$ cat config.mk
export PLATFORM = sky130hd
export DESIGN_NAME = round_sequencer_flat
export DESIGN_NICKNAME = d
export VERILOG_FILES = /design/src/rtl/round_sequencer_if.sv /design/src/rtl/round_sequencer.sv /design/src/flat_wrapper.sv
export SDC_FILE = /design/constraint.sdc
export NUM_CORES = 1
export LEC_CHECK = 0
export CORE_ASPECT_RATIO = 0.5
export CORE_UTILIZATION = 36
export CTS_BUF_LIST = sky130_fd_sc_hd__clkbuf_4
export DETAILED_ROUTE_END_ITERATION = 8
export GPL_TIMING_DRIVEN = 1
export PLACE_DENSITY = 0.59
export RECOVER_POWER = 100
export SYNTH_ARGS = -nofsm -noshare
export SYNTH_HDL_FRONTEND = slang
export SYNTH_SLANG_ARGS = --single-unit
$ cat constraint.sdc
create_clock -name clk -period 1.9 [get_ports clk]
set_clock_uncertainty 0.2 [all_clocks]
set_input_delay 0.19 -clock clk [delete_from_list [all_inputs] [get_ports clk]]
set_output_delay 0.19 -clock clk [all_outputs]
set_load 0.01 [all_outputs]
$ cat src/rtl/round_sequencer_if.sv
// Handshake bundle between the debounced pushbuttons/scorer and the round_sequencer.
// The master side drives buttons and game_over; the slave side (the sequencer) drives the round outputs.
`timescale 1ns/1ps
interface round_sequencer_if;
    logic pb_l;
    logic pb_r;
    logic game_over;
    logic leds_on;
    logic fake;
    logic winrnd;
    logic right;
    logic tie;
    logic busy;

    modport master (
        output pb_l, pb_r, game_over,
        input  leds_on, fake, winrnd, right, tie, busy
    );

    modport slave (
        input  pb_l, pb_r, game_over,
        output leds_on, fake, winrnd, right, tie, busy
    );
endinterface

$ cat src/rtl/round_sequencer.sv
// Tug-of-war round controller: random lights-off delay, lit window, first-push detection.
// Optional fake rounds are enabled by defining FAKE_ROUND_EN.
`timescale 1ns/1ps
module round_sequencer #(
    parameter int DELAY_MIN   = 16,
    parameter int DELAY_W     = 8,
    parameter int LIT_TIMEOUT = 1000
) (
    input  logic             clk,
    input  logic             rst,
    round_sequencer_if.slave bus
);
    typedef enum logic [2:0] {
        IDLE,
        ARM,
        WAIT,
        LIT,
        RESULT,
        HOLD,
        HALT
    } state_t;

    // Counter runs down to zero, so loads are one less than the wanted cycle count.
    localparam logic [15:0] DELAY_BASE = 16'(DELAY_MIN - 1);
    localparam logic [15:0] LIT_LOAD   = 16'(LIT_TIMEOUT - 1);

    state_t      state_q, state_d;
    logic [15:0] lfsr_q, lfsr_d;
    logic [15:0] cnt_q, cnt_d;
    logic        pb_l_q, pb_r_q;
    logic        leds_on_q, leds_on_d;
    logic        winrnd_q, winrnd_d;
    logic        right_q, right_d;
    logic        tie_q, tie_d;
    logic        busy_q, busy_d;

    logic edge_l, edge_r, push, released;

    assign edge_l   = bus.pb_l & ~pb_l_q;
    assign edge_r   = bus.pb_r & ~pb_r_q;
    assign push     = edge_l | edge_r;
    assign released = ~bus.pb_l & ~bus.pb_r;
    assign lfsr_d   = {lfsr_q[14:0], lfsr_q[15] ^ lfsr_q[13] ^ lfsr_q[12] ^ lfsr_q[10]};

    always_comb begin
        state_d   = state_q;
        cnt_d     = cnt_q;
        right_d   = 1'b0;
        tie_d     = 1'b0;
        leds_on_d = 1'b0;
        case (state_q)
            IDLE: begin
                if (bus.game_over) begin
                    state_d = HALT;
                end else if (released) begin
                    state_d = ARM;
                end
            end
            ARM: begin
                cnt_d   = DELAY_BASE + 16'(lfsr_q[DELAY_W-1:0]);
                state_d = WAIT;
            end
            WAIT: begin
                // A push wins over expiry: pressing on the last dark cycle is still a jump.
                if (push) begin
                    right_d = edge_r & ~edge_l;
                    tie_d   = edge_l & edge_r;
                    state_d = RESULT;
                end else if (cnt_q == 16'd0) begin
                    cnt_d   = LIT_LOAD;
                    state_d = LIT;
                end else begin
                    cnt_d = cnt_q - 16'd1;
                end
            end
            LIT: begin
                if (push) begin
                    right_d   = edge_r & ~edge_l;
                    tie_d     = edge_l & edge_r;
                    leds_on_d = 1'b1;
                    state_d   = RESULT;
                end else if (cnt_q == 16'd0) begin
                    state_d = HOLD;
                end else begin
                    cnt_d = cnt_q - 16'd1;
                end
            end
            RESULT: state_d = HOLD;
            HOLD: begin
                if (released) begin
                    state_d = IDLE;
                end
            end
            HALT:    state_d = HALT;
            default: state_d = IDLE;
        endcase

        if (state_d == LIT) begin
            leds_on_d = 1'b1;
        end
        winrnd_d = (state_d == RESULT);
        busy_d   = (state_d != IDLE) && (state_d != HALT);
    end

    always_ff @(posedge clk) begin
        if (rst) begin
            state_q   <= IDLE;
            lfsr_q    <= 16'hACE1;
            cnt_q     <= 16'd0;
            pb_l_q    <= 1'b0;
            pb_r_q    <= 1'b0;
            leds_on_q <= 1'b0;
            winrnd_q  <= 1'b0;
            right_q   <= 1'b0;
            tie_q     <= 1'b0;
            busy_q    <= 1'b0;
        end else begin
            state_q   <= state_d;
            lfsr_q    <= lfsr_d;
            cnt_q     <= cnt_d;
            pb_l_q    <= bus.pb_l;
            pb_r_q    <= bus.pb_r;
            leds_on_q <= leds_on_d;
            winrnd_q  <= winrnd_d;
            right_q   <= right_d;
            tie_q     <= tie_d;
            busy_q    <= busy_d;
        end
    end

`ifdef FAKE_ROUND_EN
    logic fake_q, fake_d;

    // Decided once in ARM and held until the round result has been reported.
    always_comb begin
        fake_d = fake_q;
        if (state_q == ARM) begin
            fake_d = lfsr_q[15] & lfsr_q[14];
        end
        if ((state_d == HOLD) || (state_d == IDLE) || (state_d == HALT)) begin
            fake_d = 1'b0;
        end
    end

    always_ff @(posedge clk) begin
        if (rst) begin
            fake_q <= 1'b0;
        end else begin
            fake_q <= fake_d;
        end
    end

    assign bus.fake = fake_q;
`else
    assign bus.fake = 1'b0;
`endif

    assign bus.leds_on = leds_on_q;
    assign bus.winrnd  = winrnd_q;
    assign bus.right   = right_q;
    assign bus.tie     = tie_q;
    assign bus.busy    = busy_q;
endmodule

$ cat src/flat_wrapper.sv
// flat-port wrapper written by rule: the top's interface ports become plain ports
module round_sequencer_flat 
#(
    parameter int DELAY_MIN   = 16,
    parameter int DELAY_W     = 8,
    parameter int LIT_TIMEOUT = 1000
)
  (clk, rst, bus_pb_l, bus_pb_r, bus_game_over, bus_leds_on, bus_fake, bus_winrnd, bus_right, bus_tie, bus_busy);
  round_sequencer_if bus_i ();
  input  logic clk;
  input  logic rst;
  input wire logic [$bits(bus_i.pb_l)-1:0] bus_pb_l;
  input wire logic [$bits(bus_i.pb_r)-1:0] bus_pb_r;
  input wire logic [$bits(bus_i.game_over)-1:0] bus_game_over;
  output wire logic [$bits(bus_i.leds_on)-1:0] bus_leds_on;
  output wire logic [$bits(bus_i.fake)-1:0] bus_fake;
  output wire logic [$bits(bus_i.winrnd)-1:0] bus_winrnd;
  output wire logic [$bits(bus_i.right)-1:0] bus_right;
  output wire logic [$bits(bus_i.tie)-1:0] bus_tie;
  output wire logic [$bits(bus_i.busy)-1:0] bus_busy;
  assign bus_i.pb_l = bus_pb_l;
  assign bus_i.pb_r = bus_pb_r;
  assign bus_i.game_over = bus_game_over;
  assign bus_leds_on = bus_i.leds_on;
  assign bus_fake = bus_i.fake;
  assign bus_winrnd = bus_i.winrnd;
  assign bus_right = bus_i.right;
  assign bus_tie = bus_i.tie;
  assign bus_busy = bus_i.busy;
  round_sequencer #(.DELAY_MIN(DELAY_MIN), .DELAY_W(DELAY_W), .LIT_TIMEOUT(LIT_TIMEOUT)) u_core (.clk(clk), .rst(rst), .bus(bus_i));
endmodule
run_1/clock_map.png
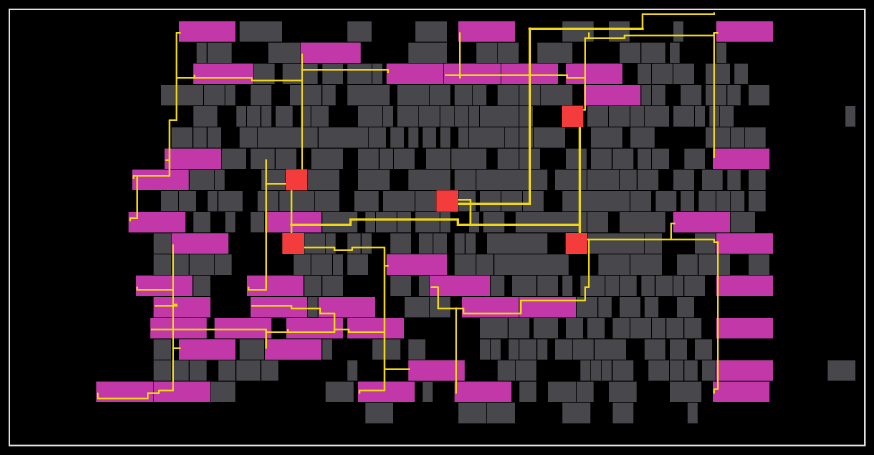
Key: yellow = clock wires [length 508 um]; magenta = flip-flops [count 42]; red = cells driving clock nets [count 5]
There are 6 routed clock nets.

run_1/registers.png
Bar = 20 um.
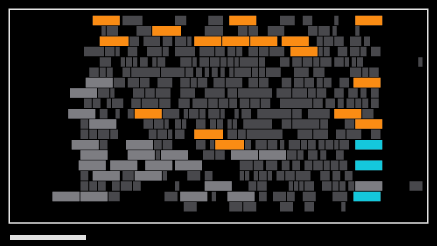
Key: cyan = `u_core.state_q` [sequential cells 3]; orange = `u_core.cnt_q` [sequential cells 16]
Another 23 sequential cells are not coloured.

==> run notes, run 1 <==
From the run reports.

- The final instance area reads 0.00305 mm^2.
- The H-tree was split into 2 levels.
- The final critical-path share of the clock period is 112%.
- The layout-stage area growth over the synthesis result reads 46.5%.
- For this sky-water flow run, the detailed-routed wirelength per cell is reported as 13.9 um.
- The worst path in the final design needs a cycle of 2.12 ns, including I/O delays and setup.
- Entering global routing, the biggest net connects 22 pins.
- Summed over all routing layers, the global router reports a total usage of 19.3%.
- The post-synthesis xor/xnor area fraction reads 3.78%.
- At the later pin of the worst-skew pair, clock insertion delay measures 0.37 ns.
- After synthesis the netlist holds a flip-flop and latch count of 42.
- The worst hold path class reads flop to flop.
- The number of vias per cell is 5.29.
- Looking at the hold checks, the worst path lands on u_core.lfsr_q[10]$_SDFF_PP1_.
- The top cell types in the final layout, fill and taps aside, are 56 x buf_4, 38 x dfxtp_1, 16 x nand2_1, 16 x nor2_1, 13 x a21oi_1.
- The largest cell class by area is logic gates.
- Data on the critical path is required at its endpoint by 2.01 ns.
- STA classifies the critical path startpoint as a flop.
- The count of max-cap constraint violations is 0.
- The die covers 0.00612 mm^2.
- The combinational share of power is 59.1%.
- Including well taps, the total number of placed cells is 375.
- The sequential power is 1090 uW.
- Across all setup checks in the final design, the least slack found is -0.222 ns.
- The synthesis report lists the Yosys warning total as 0.
- The number of routed nets with antenna violations reads 0.
- The HPWL after detailed placement is 3890 um.
- The final route contains 2,090 vias.
- The top routing layer in use reads met4.
- The initial antenna violation count reads 0.
- The cell resize tally after clock tree synthesis is 29.
- The flow inserted 73 tap cells.
- The top fanout value on the critical path reads 7.
- The worst-case reg-to-reg path depth reads 7.
- The start-to-end type of the worst setup path reads flop to flop.
- The registers reported with the highest flop counts are u_core.cnt_q: 16 flops, u_core.lfsr_q: 16 flops, u_core.state_q: 3 flops.
- The wire length of the first global-routing pass is 9080 um.
- The maximum buffer depth of the clock tree is 2.
- By instance count, the leading cell after synthesis is dfxtp_1.
- Among cell families on the critical path, the largest total delay comes from simple AND/OR/NAND/NOR gates.
- Max-slew check failures listed in the final report amount to 0.
- At the end of the flow, the number of nets in the layout was 329.
- The count of filler cells inserted in the layout reads 477.
- The synthesized netlist contains 51 unique library cells.
- The detailed-routed wire length on met2 reads 2490 um.
- The clock group power is 500 uW.
- Row generation in the floorplan step produced 19 rows.
- Setup repair after global routing could not meet its margin everywhere.
- The worst flop-to-flop path endpoint is u_core.cnt_q[15]$_SDFFE_PP0P_.
- After synthesis, the cell types taking the most area are dfxtp_1 40%, a21oi_1 3.6%, o21ai_1 3.4%.
- The number of multi-input combinational cells in the layout is 182.
- The cell area after synthesis is 0.00208 mm^2.
- In this run the tool buffered the top-level ports with 9 buffer cells.
- The number of enable flip-flop cells is 0.
- The final reports fail on negative setup slack.
- The buffer and inverter count on the worst path is 1.
- The beginning of the worst register-to-register path is u_core.cnt_q[1]$_SDFFE_PP0P_.
- The total routed wire length on the met1 layer is 2770 um.
- The number of nets handed over by synthesis was 257.
- The net switching fraction of the power is 38.6%.
- The async set or reset register ratio after synthesis is 0%.
- Sequential cells account for 28.1% of the total power.
- The synth_stat.txt file lists the number of cells as 249.
- The routability congestion estimate reads 0.852.
- The tightest hold path in the finished design has a slack of 0.230 ns.
- The total wire length reads 5510 um.
- Once layout is complete, the cells apart from fillers number 395.
- The transition at the pin with the smallest max-transition slack is 0.845 ns.
- The number of diodes reads 0.
- For met3 alone, demand over resource in global routing was 3.98%.
- The area used by sequential logic in the layout reads 846 um^2.
- The met3 wire length reads 212 um.
- Yosys reports that the leading cell type by area covers 40.3% of the netlist area.
- For reference, the top cells by count after synthesis are 42 x dfxtp_1, 17 x nor2_1, 16 x nand2_1, 15 x a21oi_1, 14 x o21ai_1.
- Counting the inverters off the clock network in the layout gives 11.
- The flop-to-flop setup slack is -0.22 ns.
- The worst setup path is captured at a flop.
- The final global-route overflow total is 0.
- The cell sitting at the root of the clock tree is a clkbuf_4.
- The multiplexer share of the synthesized area is 0%.
- Hold repair after CTS inserted 0 buffers.
- Post-synth the commonest register cell is dfxtp_1.
- The vertical extent of the die is 55.8 um.
- For this design, the sink count on the clock tree is 42.
- The via count of the first global-routing pass reads 1,972.
- The floorplan step defined a core boundary enclosing 0.00554 mm^2.
- The width of the die is 110 um.
- The count of warning messages emitted by the tools is 30.
- The effective utilization at floorplan is 37.6%.
- The layout report lists the clock-cell share of area as 2.17%.
- The routing layer with the top usage in global route reads met2.
- The synthesized netlist handed to floorplanning was reported with a cell count of 249.
- After clock tree synthesis, the setup repair step added 8 buffers.
- The number of CTS-inserted buffers reads 5.
- The signal on the critical path passes through inv_4, ha_4, nor4b_4, and4_4, a311o_2, or4_1, a21oi_1.
- Setup total negative slack on the finished layout was measured at -2.05 ns.
- The CTS tree reads done.
- The post-synthesis chip area from yosys reads 0.00208 mm^2.
- Per the synthesis report, the simple-gate share of the synthesized area is 31.3%.
- The net switching power is 1500 uW.
- The highest attainable clock frequency is 471 MHz.
- The number of cells on the worst hold path reads 1.
- The flow ran to the end, but the final reports show violations.
- The static leakage is 0.00122 uW.
- The layout summary lists the proportion of cells stronger than drive strength 1 as 38.8%.
- The timing report gives the biggest stage delay along the critical path as 0.42 ns.
- The power drawn by the combinational cells is 2300 uW.
- The maximum VDD drop is 595 uV.
- The sequential share of the synthesized area is 40.3%.
- The internal power summed over all cells reads 2390 uW.
- Looking at the group totals, the largest power group turns out to be combinational logic.
- The endpoint of the most critical setup path is u_core.cnt_q[15]$_SDFFE_PP0P_.
- The timing report gives the clock slew at the launch and capture registers of the worst setup and hold paths as 0.15 ns.
- The portion of total power attributed to the clock network is 12.9%.
- The final setup violation count is 19.
- The number of detailed-routing iterations run before antenna repair is 4.
- The met2 demand-to-capacity share in global routing is 30.7%.
- The total DRC errors in the routed layout reads 0.
- The post-detailed-placement cell area is 0.00270 mm^2.
- Leaving out the clock tree, the finished layout contains a buffer count of 79.
- Detailed-route iteration 0 reported a violation count of 92.
- The launch point of the worst hold path is u_core.lfsr_q[9]$_SDFF_PP0_.
- The data arrival time of the critical path reads 2.23 ns.
- The multi-input logic area is 0.00134 mm^2.
- The number of clock buffers in the layout reads 5.
- The average instance in the mapped netlist occupies 8.37 um^2.
- 11 I/O pins were placed.
- Global routing used 26.8% of the available met1 tracks.
- The synthesized-area fraction occupied by ao, oa, aoi and oai cells is 17.6%.
- The max-slew headroom at the worst pin is 43.7%.
- The number of cells on the critical path reads 7.
- The power density over cell area reads 1270 mW/mm^2.
run_1/wire_density.png
Bar = 20 um. The die is cut into 22 by 11 equal tiles; dark blue is low, red is high, scaled to the fullest tile. Values are wire area over tile area, all layers added.
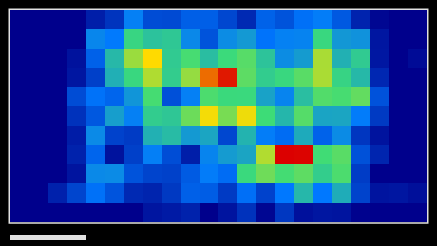
26% of the tiles are nearly empty. The mean over all tiles is 0.14. The emptiest ninth of the die: south-west. The densest ninth of the die: centre.

==> inputs of run 2 (changes only) <==
Settings changed: CORE_MARGIN set to 5.
run_2/final_clocks.png
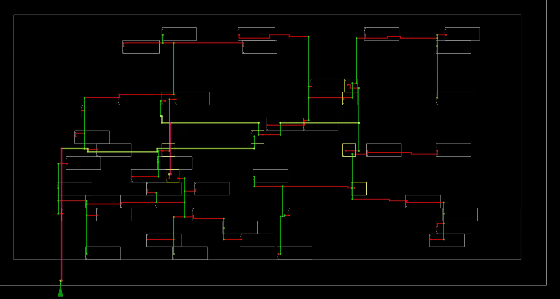
clock buffers: 5
TritonCTS Buffers: 5
CTS sink count: 42

==> run 2 against run 1 <==
- sequential power about the same
- the run still ends with negative setup slack left
- synthesized area unchanged
- worst setup slack worse by 0.027 ns
- global-route usage down 4.8 points
- core utilization down 2.3 points
- routed wire length up 2.9%
- largest power group unchanged
- clock-buffer cell count unchanged
- flip-flop count unchanged
- critical path depth up 1
- hold slack worse by 0.0047 ns
- critical endpoint is now u_core.cnt_q[12]$_SDFFE_PP0P_
- via count down 2.6%
==> run notes, run 2 <==
From the run reports.

- The post-synthesis chip area from yosys is 0.00208 mm^2 (unchanged).
- The internal power summed over all cells is 2160 uW (-9.5%).
- Hold analysis lists the worst path endpoint as u_core.lfsr_q[10]$_SDFF_PP1_.
- The beginning of the worst register-to-register path is u_core.cnt_q[0]$_SDFFE_PP0P_.
- The final instance area is 0.00293 mm^2 (-4.1%).
- The layout-stage area growth over the synthesis result is 40.5%.
- The worst-case reg-to-reg path depth came to 8 (+1).
- The number of enable flip-flop cells is 0 (unchanged).
- Yosys attributes the largest share of cell area to dfxtp_1 40%, a21oi_1 3.6%, o21ai_1 3.4%.
- The multi-input logic area reads 0.00131 mm^2 (-2.4%).
- The post-CTS setup buffer count reads 6 (-2).
- The data required time at the worst endpoint reads 2.01 ns (about the same).
- The met2 demand-to-capacity share in global routing is 23.4% (-7.3 points).
- The fraction of layout instances using a drive strength above 1 is 35.7% (-3.2 points).
- The flop-to-flop setup slack is -0.25 ns (-0.03 ns).
- The count of filler cells inserted in the layout reads 501 (+5.0%).
- Setup repair after global routing could not meet its margin everywhere.
- The initial DRC count reads 148 (+61%).
- The number of placed I/O pins reads 11 (unchanged).
- The effective utilization at floorplan came to 37.6% (unchanged).
- Yosys reports that the most numerous cell types are 42 x dfxtp_1, 17 x nor2_1, 16 x nand2_1, 15 x a21oi_1, 14 x o21ai_1.
- The via count of the first global-routing pass reads 1,932 (-2.0%).
- The count of max-cap constraint violations reads 0 (unchanged).
- The worst hold path class reads flop to flop.
- The final setup violation count is 20 (+1).
- The power density over cell area came to 1220 mW/mm^2 (-4.1%).
- The post-route setup TNS reads -3.34 ns (-1.29 ns).
- The cell resize tally after clock tree synthesis is 8 (-72%).
- The number of cells on the critical path reads 8 (+1).
- The clock root buffer master is clkbuf_4.
- The total wire length is 5660 um (+2.9%).
- The instance count after placement with tap cells included is 371 (-1.1%).
- The area used by sequential logic in the layout is 847 um^2 (+0.15%).
- The number of distinct library cell variants in the gate-level netlist after synthesis came to 51 (unchanged).
- For reference, the critical path cell chain is inv_4, buf_4, ha_4, or4b_4, nor2_4, nand3b_1, or3_1, a21oi_1.
- The simple logic cell fraction of the synthesized area is 31.3% (unchanged).
- The routed length per placed instance reads 14.6 um (+5.0%).
- The final critical-path share of the clock period was 113% (+1.4 points).
- The max-slew headroom at the worst pin was 49.9% (+6.2 points).
- The post-layout net count came to 321 (-2.4%).
- The data arrival time of the critical path reads 2.26 ns (+0.03 ns).
- The static leakage is 0.00115 uW (-5.5%).
- The buffer and inverter count on the worst path reads 2 (+1).
- The core footprint reads 0.00554 mm^2 (unchanged).
- The number of buffers outside the clock class in the layout reads 71 (-10%).
- The multiplexer share of the synthesized area was 0% (unchanged).
- The post-detailed-placement cell area is 0.00266 mm^2 (-1.6%).
- The checks that failed: negative setup slack.
- The synthesized-area fraction occupied by ao, oa, aoi and oai cells is 17.6% (unchanged).
- The portion of the layout cell area used by clock cells was 2.14% (-0.035 points).
- The pin count of the biggest net entering global routing was 21 (-4.5%).
- The largest registers in the layout are u_core.cnt_q: 16 flops, u_core.lfsr_q: 16 flops, u_core.state_q: 3 flops.
- The number of flip-flops and latches in the synthesized netlist reads 42 (unchanged).
- The delay contributed by the slowest stage of the critical path was 0.51 ns (+0.09 ns).
- The cell area after synthesis reads 0.00208 mm^2 (unchanged).
- The top contributor to total power is combinational logic.
- The routing layer with the top usage in global route reads met2.
- The clock period minus final worst setup slack is 2.15 ns (+0.0266 ns).
- The number of cells in the finished layout apart from fillers is 387 (-2.0%).
- The count of warning messages emitted by the tools is 30 (unchanged).
- The clock group power came to 490 uW (-2%).
- The post-cts hold-fix buffer tally is 0 (unchanged).
- The cell row count is 19 (unchanged).
- The floorplan die area came to 0.00750 mm^2 (+23%).
- The CTS tree reads done.
- The sequential cell fraction of total power came to 30.7% (+2.6 points).
- The met3 wire length is 211 um (-0.47%).
- The sequential share of the synthesized area reads 40.3% (unchanged).
- The highest attainable clock frequency came to 465 MHz (-1.2%).
- The flow ran to the end, but the final reports show violations.
- The synthesized instance count is 249 (unchanged).
- The top fanout value on the critical path reads 3 (-4).
- The power drawn by the combinational cells is 1990 uW (-13%).
- The total track usage is 14.6% (-4.8 points).
- The routability congestion estimate was 0.860 (+0.92%).
- The width of the die reads 118 um (+7.3%).
- The number of cells on the worst hold path reads 1 (unchanged).
- The vertical extent of the die reads 63.8 um (+14%).
- The net switching power reads 1420 uW (-5.6%).
- The transition at the pin with the smallest max-transition slack came to 0.751 ns (-0.0935 ns).
- The post-synthesis xor/xnor area fraction reads 3.78% (unchanged).
- The start-to-end type of the worst setup path reads flop to flop.
- The sequential power is 1100 uW (about the same).
- The top routing layer in use is met4.
- The worst setup path is launched from a flop.
- The wire length of the first global-routing pass reads 8970 um (-1.2%).
- The inverter tally of the final layout excluding the clock network is 11 (unchanged).
- The routing usage on met3 is 3.44% (-0.55 points).
- The area share of the largest cell type after synthesis reads 40.3% (unchanged).
- The final global-route overflow total is 0 (unchanged).
- The post-route worst hold slack is 0.225 ns (-0.00470 ns).
- The maximum buffer depth of the clock tree reads 2 (unchanged).
- The number of max-slew violations in the final report is 0 (unchanged).
- The level count of the clock H-tree came to 2 (unchanged).
- Per the cell usage report, the commonest logic cells after layout are 52 x buf_4, 37 x dfxtp_1, 17 x nor2_1, 16 x nand2_1, 12 x a21oi_1.
- The initial antenna violation count is 0 (unchanged).
- The number of tap cells inserted was 73 (unchanged).
- The multi-input combinational cell count reads 182 (unchanged).
- The total nets after synthesis is 257 (unchanged).
- The net switching fraction of the power is 39.6% (+1.0 points).
- The most repeated cell in the gate-level netlist after synthesis is dfxtp_1.
- The tally of yosys warning messages is 0 (unchanged).
- The launch point of the worst hold path reads u_core.lfsr_q[9]$_SDFF_PP0_.
- The commonest register cell is dfxtp_1.
- The number of cells in Yosys stat reads 249 (unchanged).
- The detailed-routed wire length on met2 reads 2520 um (+1.3%).
- The number of diodes came to 0 (unchanged).
- The met1 track utilization from global routing came to 19.5% (-7.3 points).
- The via count came to 2,036 (-2.6%).
- The number of vias per cell is 5.26 (-0.57%).
- The later-pin clock latency in the skew report is 0.36 ns (about the same).
- The clock edge transition at the registers on the reported setup and hold paths was 0.14 ns (about the same).
- The largest cell class by area reads logic gates.
- The slack of the critical path is -0.248 ns (-0.0266 ns).
- The synthesized area divided by synthesized cell count reads 8.37 um^2 (unchanged).
- The post-layout utilization of the core is 52.9%.
- The total routed wire length on the met1 layer is 2860 um (+3.3%).
- The number of routed nets with antenna violations was 0 (unchanged).
- The kind of capture point of the worst setup path is a flop.
- The endpoint of the most critical setup path reads u_core.cnt_q[12]$_SDFFE_PP0P_.
- The async set or reset register ratio after synthesis is 0% (unchanged).
- The portion of total power attributed to the clock network reads 13.7% (+0.8 points).
- The combinational share of power reads 55.6% (-3.5 points).
- The number of buffers inserted by port buffering reads 9 (unchanged).
- The HPWL after detailed placement is 3940 um (+1.2%).
- In this run the critical register-to-register path is captured at u_core.cnt_q[12]$_SDFFE_PP0P_.
- The total DRC errors in the routed layout came to 0 (unchanged).
- The maximum VDD drop is 511 uV (-14%).
- The number of detailed-routing iterations run before antenna repair reads 4 (unchanged).
- In this design, the largest share of critical-path delay is due to simple AND/OR/NAND/NOR gates.
run_2/clock_map.png
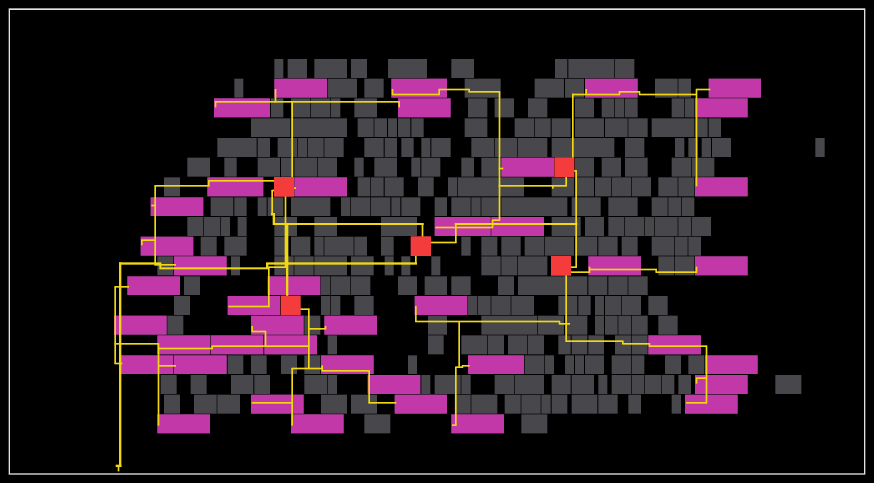
Key: red = cells driving clock nets [count 5]; yellow = clock wires [length 564 um]; magenta = flip-flops [count 42]
Position of the flops: all over the die.

No activity file was given, so power comes from the tool's default toggle rates.
